### src/rtl/xor2_bist_pkg.sv
// Shared types and constants for the XOR2 built-in self-test sequencer.
package xor2_bist_pkg;

   typedef enum logic [1:0] {
      ST_IDLE,
      ST_APPLY,
      ST_DONE
   } state_e;

   // Vectors are applied as {a,b} = index, walking 00, 01, 10, 11.
   localparam int          VEC_CNT   = 4;
   localparam logic [1:0]  VEC_FIRST = 2'd0;
   localparam logic [1:0]  VEC_LAST  = 2'(VEC_CNT - 1);

   // Expected gate output per vector index: bit i = a^b for {a,b} = i.
   localparam logic [VEC_CNT-1:0] EXP_TABLE = 4'b0110;

   function automatic logic exp_c(input logic [1:0] idx);
      return EXP_TABLE[idx];
   endfunction

endpackage

### src/rtl/xor2_bist_ctrl_if.sv
// Gate drive, gate observation and status signals between the BIST
// controller (master) and the gate / configuration logic (slave).
interface xor2_bist_ctrl_if;
   import xor2_bist_pkg::*;

   logic               start;
   logic               abort;
   logic               a;
   logic               b;
   logic               c;
   logic               busy;
   logic               done;
   logic               pass;
   logic [VEC_CNT-1:0] fail_vec;

   modport master (
      input  start, abort, c,
      output a, b, busy, done, pass, fail_vec
   );

   modport slave (
      output start, abort, c,
      input  a, b, busy, done, pass, fail_vec
   );

endinterface

### src/rtl/xor2_dwell_timer.sv
// Dwell counter: counts cycles a vector has been held and flags the last one.
module xor2_dwell_timer #(
   parameter int DWELL = 25
) (
   input  logic clk,
   input  logic rst,
   input  logic clr,
   input  logic en,
   output logic last
);

   localparam int CW = $clog2(DWELL + 1);

   logic [CW-1:0] count_q;
   logic [CW-1:0] count_d;

   // Next count: clear wins over increment.
   always_comb begin
      // NOTE: every always_comb output gets a default first so no path can infer a latch.
      count_d = count_q;
      if (clr) begin
         count_d = '0;
      end else if (en) begin
         count_d = count_q + CW'(1);
      end
   end

   // Count register with synchronous reset.
   always_ff @(posedge clk) begin
      // NOTE: state updates use <= so every flop samples pre-edge values regardless of block order.
      if (rst) begin
         count_q <= '0;
      end else begin
         count_q <= count_d;
      end
   end

   assign last = (count_q == CW'(DWELL - 1));

endmodule

### src/rtl/xor2_bist_ctrl.sv
// BIST sequencer for an XOR2 gate: applies the four input vectors, samples
// the gate output at the end of each dwell and reports per-vector results.
module xor2_bist_ctrl
   import xor2_bist_pkg::*;
#(
   parameter int DWELL = 25
) (
   input  logic             clk,
   input  logic             rst,
   xor2_bist_ctrl_if.master bus
);

   state_e             state_q,    state_d;
   logic [1:0]         idx_q,      idx_d;
   logic [1:0]         ab_q,       ab_d;
   logic               busy_q,     busy_d;
   logic               done_q,     done_d;
   logic               pass_q,     pass_d;
   logic [VEC_CNT-1:0] fail_vec_q, fail_vec_d;

   logic tmr_clr;
   logic tmr_en;
   logic tmr_last;

   xor2_dwell_timer #(
      .DWELL (DWELL)
   ) u_timer (
      .clk  (clk),
      .rst  (rst),
      .clr  (tmr_clr),
      .en   (tmr_en),
      .last (tmr_last)
   );

   // Next-state, vector sequencing and result accumulation.
   always_comb begin
      state_d    = state_q;
      idx_d      = idx_q;
      ab_d       = ab_q;
      busy_d     = busy_q;
      done_d     = 1'b0;
      pass_d     = pass_q;
      fail_vec_d = fail_vec_q;
      tmr_clr    = 1'b1;
      tmr_en     = 1'b0;

      unique case (state_q)
         ST_IDLE: begin
            ab_d   = VEC_FIRST;
            busy_d = 1'b0;
            if (bus.start) begin
               state_d    = ST_APPLY;
               idx_d      = VEC_FIRST;
               busy_d     = 1'b1;
               fail_vec_d = '0;
               pass_d     = 1'b0;
            end
         end

         ST_APPLY: begin
            tmr_en  = 1'b1;
            tmr_clr = tmr_last;
            if (bus.abort) begin
               // Abort takes precedence over a coincident final sample.
               state_d    = ST_IDLE;
               idx_d      = VEC_FIRST;
               ab_d       = VEC_FIRST;
               busy_d     = 1'b0;
               fail_vec_d = '0;
               pass_d     = 1'b0;
               tmr_clr    = 1'b1;
            end else if (tmr_last) begin
               // c is only looked at on the last dwell cycle, after settling.
               if (bus.c != exp_c(idx_q)) begin
                  fail_vec_d[idx_q] = 1'b1;
               end
               if (idx_q == VEC_LAST) begin
                  state_d = ST_DONE;
                  idx_d   = VEC_FIRST;
                  ab_d    = VEC_FIRST;
                  busy_d  = 1'b0;
                  done_d  = 1'b1;
                  pass_d  = (fail_vec_d == '0);
               end else begin
                  idx_d = idx_q + 2'd1;
                  ab_d  = idx_q + 2'd1;
               end
            end
         end

         ST_DONE: begin
            state_d = ST_IDLE;
         end

         default: begin
            state_d = ST_IDLE;
         end
      endcase
   end

   // State and registered outputs with synchronous reset.
   always_ff @(posedge clk) begin
      if (rst) begin
         state_q    <= ST_IDLE;
         idx_q      <= VEC_FIRST;
         ab_q       <= VEC_FIRST;
         busy_q     <= 1'b0;
         done_q     <= 1'b0;
         pass_q     <= 1'b0;
         fail_vec_q <= '0;
      end else begin
         state_q    <= state_d;
         idx_q      <= idx_d;
         ab_q       <= ab_d;
         busy_q     <= busy_d;
         done_q     <= done_d;
         pass_q     <= pass_d;
         fail_vec_q <= fail_vec_d;
      end
   end

   assign bus.a        = ab_q[1];
   assign bus.b        = ab_q[0];
   assign bus.busy     = busy_q;
   assign bus.done     = done_q;
   assign bus.pass     = pass_q;
   assign bus.fail_vec = fail_vec_q;

endmodule
### src/flat_wrapper.sv
// flat-port wrapper written by rule: the top's interface ports become plain ports
module xor2_bist_ctrl_flat import xor2_bist_pkg::*;
#(
   parameter int DWELL = 25
)
  (clk, rst, bus_start, bus_abort, bus_c, bus_a, bus_b, bus_busy, bus_done, bus_pass, bus_fail_vec);
  xor2_bist_ctrl_if bus_i ();
  input  logic clk;
  input  logic rst;
  input wire logic [$bits(bus_i.start)-1:0] bus_start;
  input wire logic [$bits(bus_i.abort)-1:0] bus_abort;
  input wire logic [$bits(bus_i.c)-1:0] bus_c;
  output wire logic [$bits(bus_i.a)-1:0] bus_a;
  output wire logic [$bits(bus_i.b)-1:0] bus_b;
  output wire logic [$bits(bus_i.busy)-1:0] bus_busy;
  output wire logic [$bits(bus_i.done)-1:0] bus_done;
  output wire logic [$bits(bus_i.pass)-1:0] bus_pass;
  output wire logic [$bits(bus_i.fail_vec)-1:0] bus_fail_vec;
  assign bus_i.start = bus_start;
  assign bus_i.abort = bus_abort;
  assign bus_i.c = bus_c;
  assign bus_a = bus_i.a;
  assign bus_b = bus_i.b;
  assign bus_busy = bus_i.busy;
  assign bus_done = bus_i.done;
  assign bus_pass = bus_i.pass;
  assign bus_fail_vec = bus_i.fail_vec;
  xor2_bist_ctrl #(.DWELL(DWELL)) u_core (.clk(clk), .rst(rst), .bus(bus_i));
endmodule
### config.mk
export PLATFORM = sky130hd
export DESIGN_NAME = xor2_bist_ctrl_flat
export DESIGN_NICKNAME = d
export VERILOG_FILES = /design/src/rtl/xor2_bist_pkg.sv /design/src/rtl/xor2_bist_ctrl_if.sv /design/src/rtl/xor2_dwell_timer.sv /design/src/rtl/xor2_bist_ctrl.sv /design/src/flat_wrapper.sv
export SDC_FILE = /design/constraint.sdc
export NUM_CORES = 1
export LEC_CHECK = 0
export CORE_AREA = 5 5 51 53
export CTS_CLUSTER_SIZE = 24
export DETAILED_ROUTE_END_ITERATION = 10
export DIE_AREA = 0 0 56 58
export PLACE_DENSITY = 0.69
export SLEW_MARGIN = 40
export SYNTH_ARGS = -nofsm -noshare
export SYNTH_HDL_FRONTEND = slang
export SYNTH_HIERARCHICAL = 1
export SYNTH_SLANG_ARGS = --single-unit
### constraint.sdc
create_clock -name clk -period 1.6 [get_ports clk]
set_input_delay 0.24 -clock clk [delete_from_list [all_inputs] [get_ports clk]]
set_output_delay 0.24 -clock clk [all_outputs]
set_load 0.01 [all_outputs]
Run 1, routed metal, one color a layer:
Bar = 20 um.
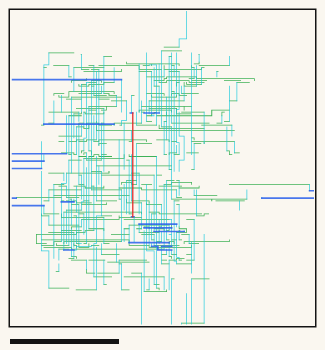
legend:
  red:
    layer: M4
    wire_length: 19.0 um
  green:
    layer: M1
    wire_length: 938 um
  blue:
    layer: M3
    wire_length: 109 um
  cyan:
    layer: M2
    wire_length: 1,070 um
detailed-route wire length: 2132 um
routed wirelength normalized by instance count: 13.41 um
total via count in the routed design: 827

Run 1, routing congestion:
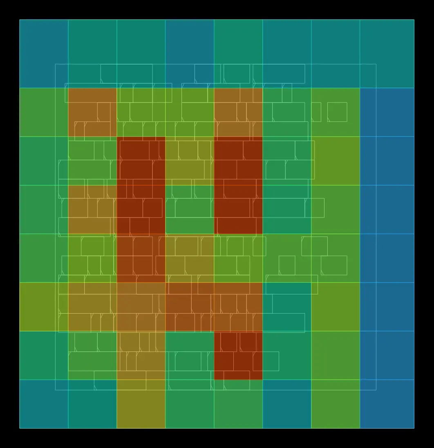
Final Util: 63.46%
global routing usage on met3: 1.782%
combined global-route utilization of all metal layers: 12.86%
met1 track demand over resource in global routing: 15.52%
met2 routing resource usage after global routing: 23.04%

==> run summary, run 1 <==
yosys + openroad results -> status=complete, but fails checks, failing checks=setup timing, CTS buffer count=3, leakage power=0.5339 nW, Yosys Warn Count=6, share of Yosys cell area claimed by the top area cell type=39.89%, I/O pin total=14, Fmax=560.0 MHz, area growth from synthesis to layout=47.92%, max-cap violations=0, DRC errors left=0, Core Box Area=2106 um^2, antenna violations before repair=0, count of state elements after synthesis=18, TritonCTS clock tree=done, critical path cell sequence=inv_1 > ha_1 > and4b_2 > nor3b_2 > or3_4 > or4_4 > a21oi_2, startpoint of the worst-slack reg-to-reg timing path=u_core/u_timer/count_q[0]$_SDFFE_PP0P_, clock insertion delay at the later pin of the skew report=0.29 ns, element type at the critical path end=register, die outline height=58 um, via count of the first global-routing pass=804, Max-Slew Margin vs Limit=70.73%, Post-Synth XOR/XNOR Area=1.939%, proportion of synthesized flip-flops having asynchronous set or reset=0%, input/output buffers=13, setup ws final=-0.1857 ns, synthesized instance count=95, setup repair after global routing missed its margin=true, final-layout setup total negative slack=-0.9255 ns, Hold Path Stages=2, Final Critical Period=1.786 ns, maximum VDD drop=0.4943 mV, placement-stage cell area=1226 um^2, area share of and-or/or-and cells after synthesis=13.71%, cell with the largest stage delay on the worst path=sky130_fd_sc_hd__or4_4, Die X-Extent=56 um, drt pass-1 iters=4, clk buf depth=2, max incr delay on CP=0.45 ns, number of nets in the final layout=143, number of enable-type register cells in the synthesized netlist=0, post-synthesis chip area from yosys=903.4 um^2, Slew @ Worst Pin=0.4377 ns, number of nets in the synthesized netlist=106, Tcrit/Tclk final=111.6%, number of clock sinks seen by CTS=18, main flop type after synthesis=sky130_fd_sc_hd__dfxtp_1, category of the most critical setup path=reg2reg, pin count of the biggest net entering global routing=11, total number of H-tree levels=1, cell area after synthesis=903.4 um^2, reg2reg path depth=7, area of all placed cells without fillers=1336 um^2, Final GP Congestion=0.7974, top library cells by usage in the layout, fill and taps aside=22 x sky130_fd_sc_hd__buf_4, 17 x sky130_fd_sc_hd__dfxtp_1, 13 x sky130_fd_sc_hd__clkdlybuf4s50_1, Ant. Diodes=0, number of failing hold endpoints at the final stage=0, Post-synth mux share=5.540%, mean instance size in the synthesized netlist=9.509 um^2, non-filler cells, final=159, comb area leader=simple AND/OR/NAND/NOR gates, total tool warning count=33, share of the yosys chip area belonging to registers=39.89%, startpoint type of the worst setup path=register, dominant cell type by area after synthesis=sky130_fd_sc_hd__dfxtp_1, most frequent logic cell in the layout=sky130_fd_sc_hd__buf_4, path class of the lowest-slack min-delay path=reg2reg, count of instantiated cells in the yosys netlist=95, buffer type at the clock tree root=sky130_fd_sc_hd__clkbuf_4, via/cell ratio=5.201, Cell variety after synth=35, peak fanout along the critical path=2, Clock Skews=0.006238 ns, Cells after DPL=155, crit path DAT=2.03 ns, post-DP HPWL=1493 um, CTS clock-pin slew for the worst setup and hold paths=0.11 ns, worst setup path startpoint=u_core/u_timer/count_q[0]$_SDFFE_PP0P_, startpoint of the most critical hold path=u_core/bus.pass$_SDFFE_PP0P_, final count of negative-setup-slack endpoints=8, Initial Utilization=42.90%, overall overflow remaining after global route=0, chip area=3248 um^2, count of pins over their slew limit=0, residual antenna-violating net count after detailed routing=0, pwr/cell area=657.6 nW/um^2, Critical Path RT=1.84 ns, and+or+nand+nor area frac=26.04%, Std-Cell Rows=17, total power after layout=0.8787 mW, area fraction in full adders, half adders and majority gates=8.310%, fraction of final layout cells with drive strength greater than 1=42.75%, Area contributors post-synth=sky130_fd_sc_hd__dfxtp_1 40%, sky130_fd_sc_hd__ha_1 8.3%, sky130_fd_sc_hd__a21oi_1 4.4%, wire length of the first global-routing pass=3374 um, First DRT Iteration DRCs=40
Run 1, close-up of the layout:
Bar = 5 um. Window x 18 to 38, y 31 to 51 um. Cells in gray, sequential cells in the stronger gray; small squares are vias.
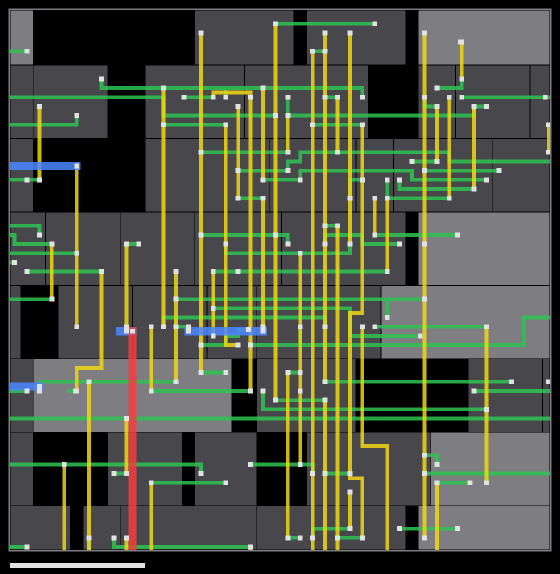
legend:
  blue:
    layer: M3
  green:
    layer: M1
  yellow:
    layer: M2
  red:
    layer: M4
netlist names of flops here include: u_core/u_timer/count_q (5), u_core/bus.done (1)
most frequent: dfxtp_1 (5), buf_4 (5)
sequential cells in the window: 6
cells with their middle in the window: 36

Run 1, where the registers sit:
Bar = 20 um. Other sequential cells in the stronger gray, the rest of the logic in the fainter gray.
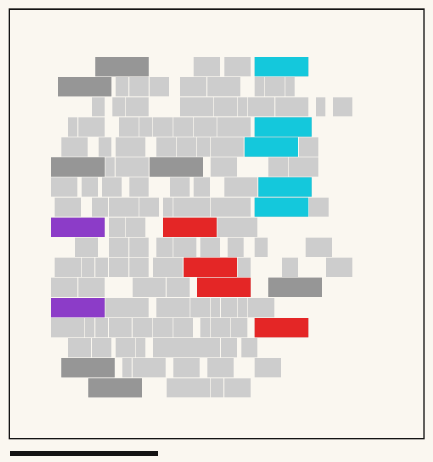
legend:
  purple:
    signal: u_core/ab_q
    placed_flops: 2
  cyan:
    signal: u_core/u_timer/count_q
    placed_flops: 5
  red:
    signal: u_core/bus.fail_vec
    placed_flops: 4
not colored: 7

-- run 1: power by group --
part / switching, mW / leakage, nW / internal [mW] / total [mW]
Sequential: 0.00508 / 0.146 / 0.456 / 0.461
Clock: 0.145 / 0.0210 / 0.139 / 0.283
Combinational: 0.0655 / 0.367 / 0.0694 / 0.135
Total: 0.215 / 0.534 / 0.664 / 0.879
-- run 1: cell usage after synthesis, types with 2 or more instances --
cell type and count:
sky130_fd_sc_hd__mux2_4 2, sky130_fd_sc_hd__mux2i_1 2, sky130_fd_sc_hd__nand2_1 4, sky130_fd_sc_hd__nor3b_1 3, sky130_fd_sc_hd__inv_1 4, sky130_fd_sc_hd__ha_1 6
sky130_fd_sc_hd__nor3_1 7, sky130_fd_sc_hd__a31oi_1 3, sky130_fd_sc_hd__a21oi_1 8, sky130_fd_sc_hd__buf_6 2, sky130_fd_sc_hd__nand4_2 2, sky130_fd_sc_hd__or3_1 2
sky130_fd_sc_hd__o21ai_0 3, sky130_fd_sc_hd__a21oi_2 2, sky130_fd_sc_hd__nor2b_1 2, sky130_fd_sc_hd__dfxtp_1 18, sky130_fd_sc_hd__nor2_1 7
-- run 1: metrics by stage --
step / hold slack (ns) / setup WS, ns
after global placement: 0.4641 / -0.2918
final: 0.4798 / -0.1857
after floorplan: 0.4205 / -0.1475
after detailed placement: 0.4775 / -0.3580
after global routing: 0.5328 / -0.2483
after CTS: 0.4932 / -0.1880
-- run 1: worst max-delay path, delay by kind of cell, from the launching register on --
family / cells / cell delay [ns]
flip-flops: 1 / 0.33
buffers and inverters: 1 / 0.05
adder cells (fa/ha/maj): 1 / 0.13
AND-OR/OR-AND: 1 / 0.14
AND/OR/NAND/NOR: 4 / 1.09
-- run 1: layer usage --
layer  wire [um]  track usage [%]
met5           0                0
met4          19            5.085
met3         108            1.782
met2        1067            23.04
met1         937            15.52
-- run 1: cell type report --
type	count	area, um^2
Sequential cell	18	361.6
Inverter	4	15.01
Fill cell	152	769.5
Tap cell	28	35.03
Timing Repair Buffer	35	295.3
Clock buffer	4	36.28
Multi-Input combinational cell	70	593.1
-- run 1: cells by family (layout without fill, tap and decap cells) --
kind of cell    after synthesis  count (layout)
simple gates                 38              38
compound gates               20              20
flops                        18              18
buf+inv                       7              43
fa+ha+maj                     6               6
mux                           4               4
xor+xnor                      2               2
-- run 1: state kept, by name (all words and copies together) (netlist names) --
name                    cells
u_core/idx_q                2
u_core/bus.busy             1
u_core/state_q              2
u_core/bus.pass             1
u_core/bus.done             1
u_core/ab_q                 2
u_core/bus.fail_vec         4
u_core/u_timer/count_q      5
-- run 1: path summary, 6_finish.rpt --
check	to	slack, ns
worst max-delay path	u_core/idx_q[0]$_SDFFE_PP0P_	-0.19
worst min-delay path	u_core/bus.pass$_SDFFE_PP0P_	0.48
worst max register to register	u_core/idx_q[0]$_SDFFE_PP0P_	-0.19
worst min register to register	u_core/bus.pass$_SDFFE_PP0P_	0.48
-- run 1: timing repair --
item	in CTS	in global routing
gates resized	6	11
pin swaps	4	5
hold buffers	0	0
setup buffers	1	1
cloned	0	0
endpoints found under the setup margin	11	13
--- run 2 (diff from run 1) ---
--- a/config.mk
+++ b/config.mk
@@ -9,6 +9,7 @@
 export CTS_CLUSTER_SIZE = 24
 export DETAILED_ROUTE_END_ITERATION = 10
 export DIE_AREA = 0 0 56 58
+export MAX_ROUTING_LAYER = met4
 export PLACE_DENSITY = 0.69
 export SLEW_MARGIN = 40
 export SYNTH_ARGS = -nofsm -noshare
Run 2, where the registers sit:
Bar = 20 um. Other sequential cells in the stronger gray, the rest of the logic in the fainter gray.
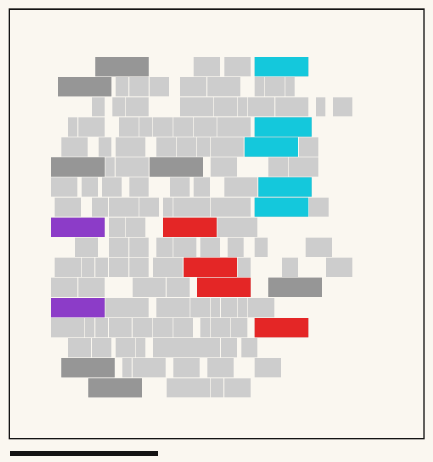
legend:
  cyan:
    signal: u_core/u_timer/count_q
    placed_flops: 5
  red:
    signal: u_core/bus.fail_vec
    placed_flops: 4
  purple:
    signal: u_core/ab_q
    placed_flops: 2
not colored: 7

Run 2, routed metal, one color a layer:
Bar = 20 um.
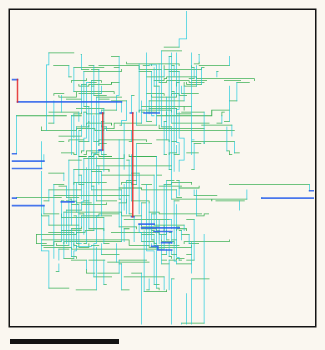
legend:
  red:
    layer: M4
    wire_length: 29.9 um
  blue:
    layer: M3
    wire_length: 73.8 um
  cyan:
    layer: M2
    wire_length: 1,050 um
  green:
    layer: M1
    wire_length: 949 um

Run 2, logic cells by family:
Bar = 20 um.
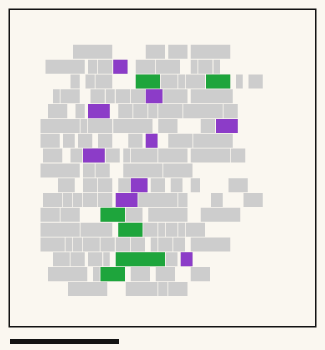
legend:
  purple:
    family: and/or cells
    cells: 9
  green:
    family: fa/ha/maj cells
    cells: 6
    most_used: ha_1
most frequent logic cell in the layout: sky130_fd_sc_hd__buf_4
non-filler cells, final: 159
logic gate fraction of the total cell area: 44.38%

==> run 2 against run 1 <==
Compared with the run above: the run still ends with setup timing left; non-clock buffer count is the same; sequential share of layout area is the same; hold slack is essentially flat; utilization is the same; global-route usage grew 0.39 points; clock power is essentially flat; critical path type unchanged; largest cell class unchanged; largest power group unchanged.
==> run summary, run 2 <==
yosys + openroad results -> clock insertion delay at the later pin of the skew report=0.29 ns (about the same), total of hold buffers inserted after clock tree synthesis=0 (unchanged), pin count of the biggest net entering global routing=11 (unchanged), cell with the most instances after synthesis=sky130_fd_sc_hd__dfxtp_1 (unchanged), input/output buffers=13 (unchanged), path class of the lowest-slack min-delay path=reg2reg (unchanged), setup ws final=-0.1868 ns (was -0.1857 ns), Area contributors post-synth=sky130_fd_sc_hd__dfxtp_1 40%, sky130_fd_sc_hd__ha_1 8.3%, sky130_fd_sc_hd__a21oi_1 4.4% (unchanged), via/cell ratio=5.182 (was 5.201), most frequent cells after synthesis=18 x sky130_fd_sc_hd__dfxtp_1, 8 x sky130_fd_sc_hd__a21oi_1, 7 x sky130_fd_sc_hd__nor2_1, 7 x sky130_fd_sc_hd__nor3_1, 6 x sky130_fd_sc_hd__ha_1 (unchanged), end of the worst hold path=u_core/bus.pass$_SDFFE_PP0P_ (unchanged), pwr/cell area=657.6 nW/um^2 (about the same), CTS clock-pin slew for the worst setup and hold paths=0.11 ns (about the same), count of pins over their slew limit=0 (unchanged), Core Box Area=2106 um^2 (unchanged), chip area=3248 um^2 (unchanged), peak fanout along the critical path=2 (unchanged), # fillers=152 (unchanged), proportion of synthesized flip-flops having asynchronous set or reset=0% (unchanged), TritonCTS clock tree=done (unchanged), Ant. Diodes=0 (unchanged), drt pass-1 iters=4 (unchanged), dominant cell type by area after synthesis=sky130_fd_sc_hd__dfxtp_1 (unchanged), crit path DAT=2.03 ns (about the same), detailed-route wire length=2104 um (was 2132 um), I/O pin total=14 (unchanged), synthesized instance count=95 (unchanged), worst setup path startpoint=u_core/u_timer/count_q[0]$_SDFFE_PP0P_ (unchanged), startpoint type of the worst setup path=register (unchanged), setup repair after global routing missed its margin=true (unchanged), total power after layout=0.8787 mW (about the same), number of nets in the final layout=143 (unchanged), post-synthesis chip area from yosys=903.4 um^2 (unchanged), clk buf depth=2 (unchanged), number of clock sinks seen by CTS=18 (unchanged), Max-Slew Margin vs Limit=70.66% (was 70.73%), via count of the first global-routing pass=803 (was 804), startpoint of the worst-slack reg-to-reg timing path=u_core/u_timer/count_q[0]$_SDFFE_PP0P_ (unchanged), maximum VDD drop=0.4967 mV (was 0.4943 mV), total via count in the routed design=824 (was 827), Slew @ Worst Pin=0.4387 ns (was 0.4377 ns), routed wirelength normalized by instance count=13.23 um (was 13.41 um), Cell variety after synth=35 (unchanged), count of instantiated cells in the yosys netlist=95 (unchanged), cell area after synthesis=903.4 um^2 (unchanged), mean instance size in the synthesized netlist=9.509 um^2 (unchanged), buffer type at the clock tree root=sky130_fd_sc_hd__clkbuf_4 (unchanged), die outline height=58 um (unchanged), DRC errors left=0 (unchanged), residual antenna-violating net count after detailed routing=0 (unchanged), reg2reg end=u_core/idx_q[0]$_SDFFE_PP0P_ (unchanged), element type at the critical path end=register (unchanged), Final Util=63.46% (unchanged), main flop type after synthesis=sky130_fd_sc_hd__dfxtp_1 (unchanged), Clock Skews=0.004906 ns (was 0.006238 ns), antenna violations before repair=0 (unchanged), Initial Utilization=42.90% (unchanged), Worst Hold Slack=0.4797 ns (was 0.4798 ns), Most flops, register=u_core/u_timer/count_q (unchanged), share of Yosys cell area claimed by the top area cell type=39.89% (unchanged), share of the yosys chip area belonging to registers=39.89% (unchanged), status=complete, but fails checks (unchanged), number of enable-type register cells in the synthesized netlist=0 (unchanged), total tool warning count=33 (unchanged), Tcrit/Tclk final=111.7% (was 111.6%), Fmax=559.7 MHz (was 560.0 MHz), CTS buffer count=3 (unchanged), post-DP HPWL=1493 um (unchanged), top library cells by usage in the layout, fill and taps aside=22 x sky130_fd_sc_hd__buf_4, 17 x sky130_fd_sc_hd__dfxtp_1, 13 x sky130_fd_sc_hd__clkdlybuf4s50_1 (unchanged), Std-Cell Rows=17 (unchanged), count of state elements after synthesis=18 (unchanged), area growth from synthesis to layout=47.92% (unchanged), First DRT Iteration DRCs=40 (unchanged), reg2reg path depth=7 (unchanged), leakage power=0.5339 nW (unchanged), Yosys Warn Count=6 (unchanged), number of nets in the synthesized netlist=106 (unchanged), fraction of final layout cells with drive strength greater than 1=42.75% (unchanged), category of the most critical setup path=reg2reg (unchanged), Critical Path RT=1.84 ns (about the same), Hold Path Stages=2 (unchanged), Final Critical Period=1.787 ns (was 1.786 ns), total number of H-tree levels=1 (unchanged), number of flip-flops under the largest register name=5 (unchanged), overall overflow remaining after global route=0 (unchanged), wire length of the first global-routing pass=3374 um (unchanged), combined global-route utilization of all metal layers=13.24% (was 12.86%), number of failing hold endpoints at the final stage=0 (unchanged), startpoint of the most critical hold path=u_core/bus.pass$_SDFFE_PP0P_ (unchanged), final count of negative-setup-slack endpoints=8 (unchanged), Die X-Extent=56 um (unchanged), Final GP Congestion=0.8088 (was 0.7974), failing checks=setup timing (unchanged), max-cap violations=0 (unchanged), reg-to-reg setup timing slack=-0.19 ns (about the same)
run 2: cell counts after synthesis:
No cell type changed its count.
run 2: worst max-delay path, cell delays in order (launching register included):
cell and delay [ns]:
sky130_fd_sc_hd__dfxtp_2 0.33, sky130_fd_sc_hd__inv_1 0.05, sky130_fd_sc_hd__ha_1 0.13, sky130_fd_sc_hd__and4b_2 0.25
sky130_fd_sc_hd__nor3b_2 0.06, sky130_fd_sc_hd__or3_4 0.33, sky130_fd_sc_hd__or4_4 0.45, sky130_fd_sc_hd__a21oi_2 0.14
run 2: repair_timing:
item / in CTS / in global routing
pin swaps: 4 / 5
setup endpoints to repair: 11 / 13
buffers inserted: 1 / 1
resized: 6 / 11
run 2: metrics by stage:
stage / setup WS (ns) / std cells / cell area (um^2) / TNS [ns]
finish: -0.1868 / 159 / 1336 / -0.9279
global route: -0.2483 / 159 / 1336 / -1.762
CTS: -0.1880 / 159 / 1297 / -0.7764
detailed placement: -0.3580 / 155 / 1226 / -2.403
global placement: -0.2918 / 155 / 1226 / -2.020
floorplan: -0.1475 / 95 / 922.1 / -0.4261
run 2: worst max path at each step:
stage	to	slack (ns)
2_1_floorplan	u_core/bus.fail_vec[2]$_SDFFE_PP0P_	-0.15
5_1_grt	u_core/idx_q[0]$_SDFFE_PP0P_	-0.25
3_5_place_dp	u_core/u_timer/count_q[4]$_SDFFE_PP0P_	-0.36
3_3_place_gp	u_core/u_timer/count_q[2]$_SDFFE_PP0P_	-0.29
4_1_cts	u_core/ab_q[0]$_SDFFE_PP0P_	-0.19
6_report	u_core/idx_q[0]$_SDFFE_PP0P_	-0.19
run 2: cell families (layout without fill, tap and decap cells):
group / count (synthesis) / after routing / synth area share, %
AND/OR/NAND/NOR: 38 / 38 / 26.04
AND-OR/OR-AND: 20 / 20 / 13.71
multiplexers: 4 / 4 / 5.540
flip-flops: 18 / 18 / 39.89
XOR/XNOR: 2 / 2 / 1.939
buffers and inverters: 7 / 43 / 4.570
adder cells (fa/ha/maj): 6 / 6 / 8.310
run 2: power by group:
group	switching (mW)	internal [mW]
registers	0.00504	0.456
clock network	0.145	0.139
logic	0.0648	0.0693
total	0.215	0.664
run 2: metal layers:
| layer | vias up | track usage [%] | part of all wire, % |
|---|---|---|---|
| met5 | - | - | 0 |
| met4 | 0 | 5.085 | 1.4 |
| met3 | 6 | 1.559 | 3.5 |
| met2 | 26 | 23.04 | 50 |
| met1 | 380 | 15.65 | 45 |
| li1 | 412 | - | - |
run 2: final cells by class:
type	instances	area, um^2	share of cell area (%)
multi-input cells	70	593.1	44.38
well taps	28	35.03	2.622
clock buffers	4	36.28	2.715
flip-flops and latches	18	361.6	27.06
repair buffers	35	295.3	22.10
inverters	4	15.01	1.124
Power and IR drop assume default switching activity.
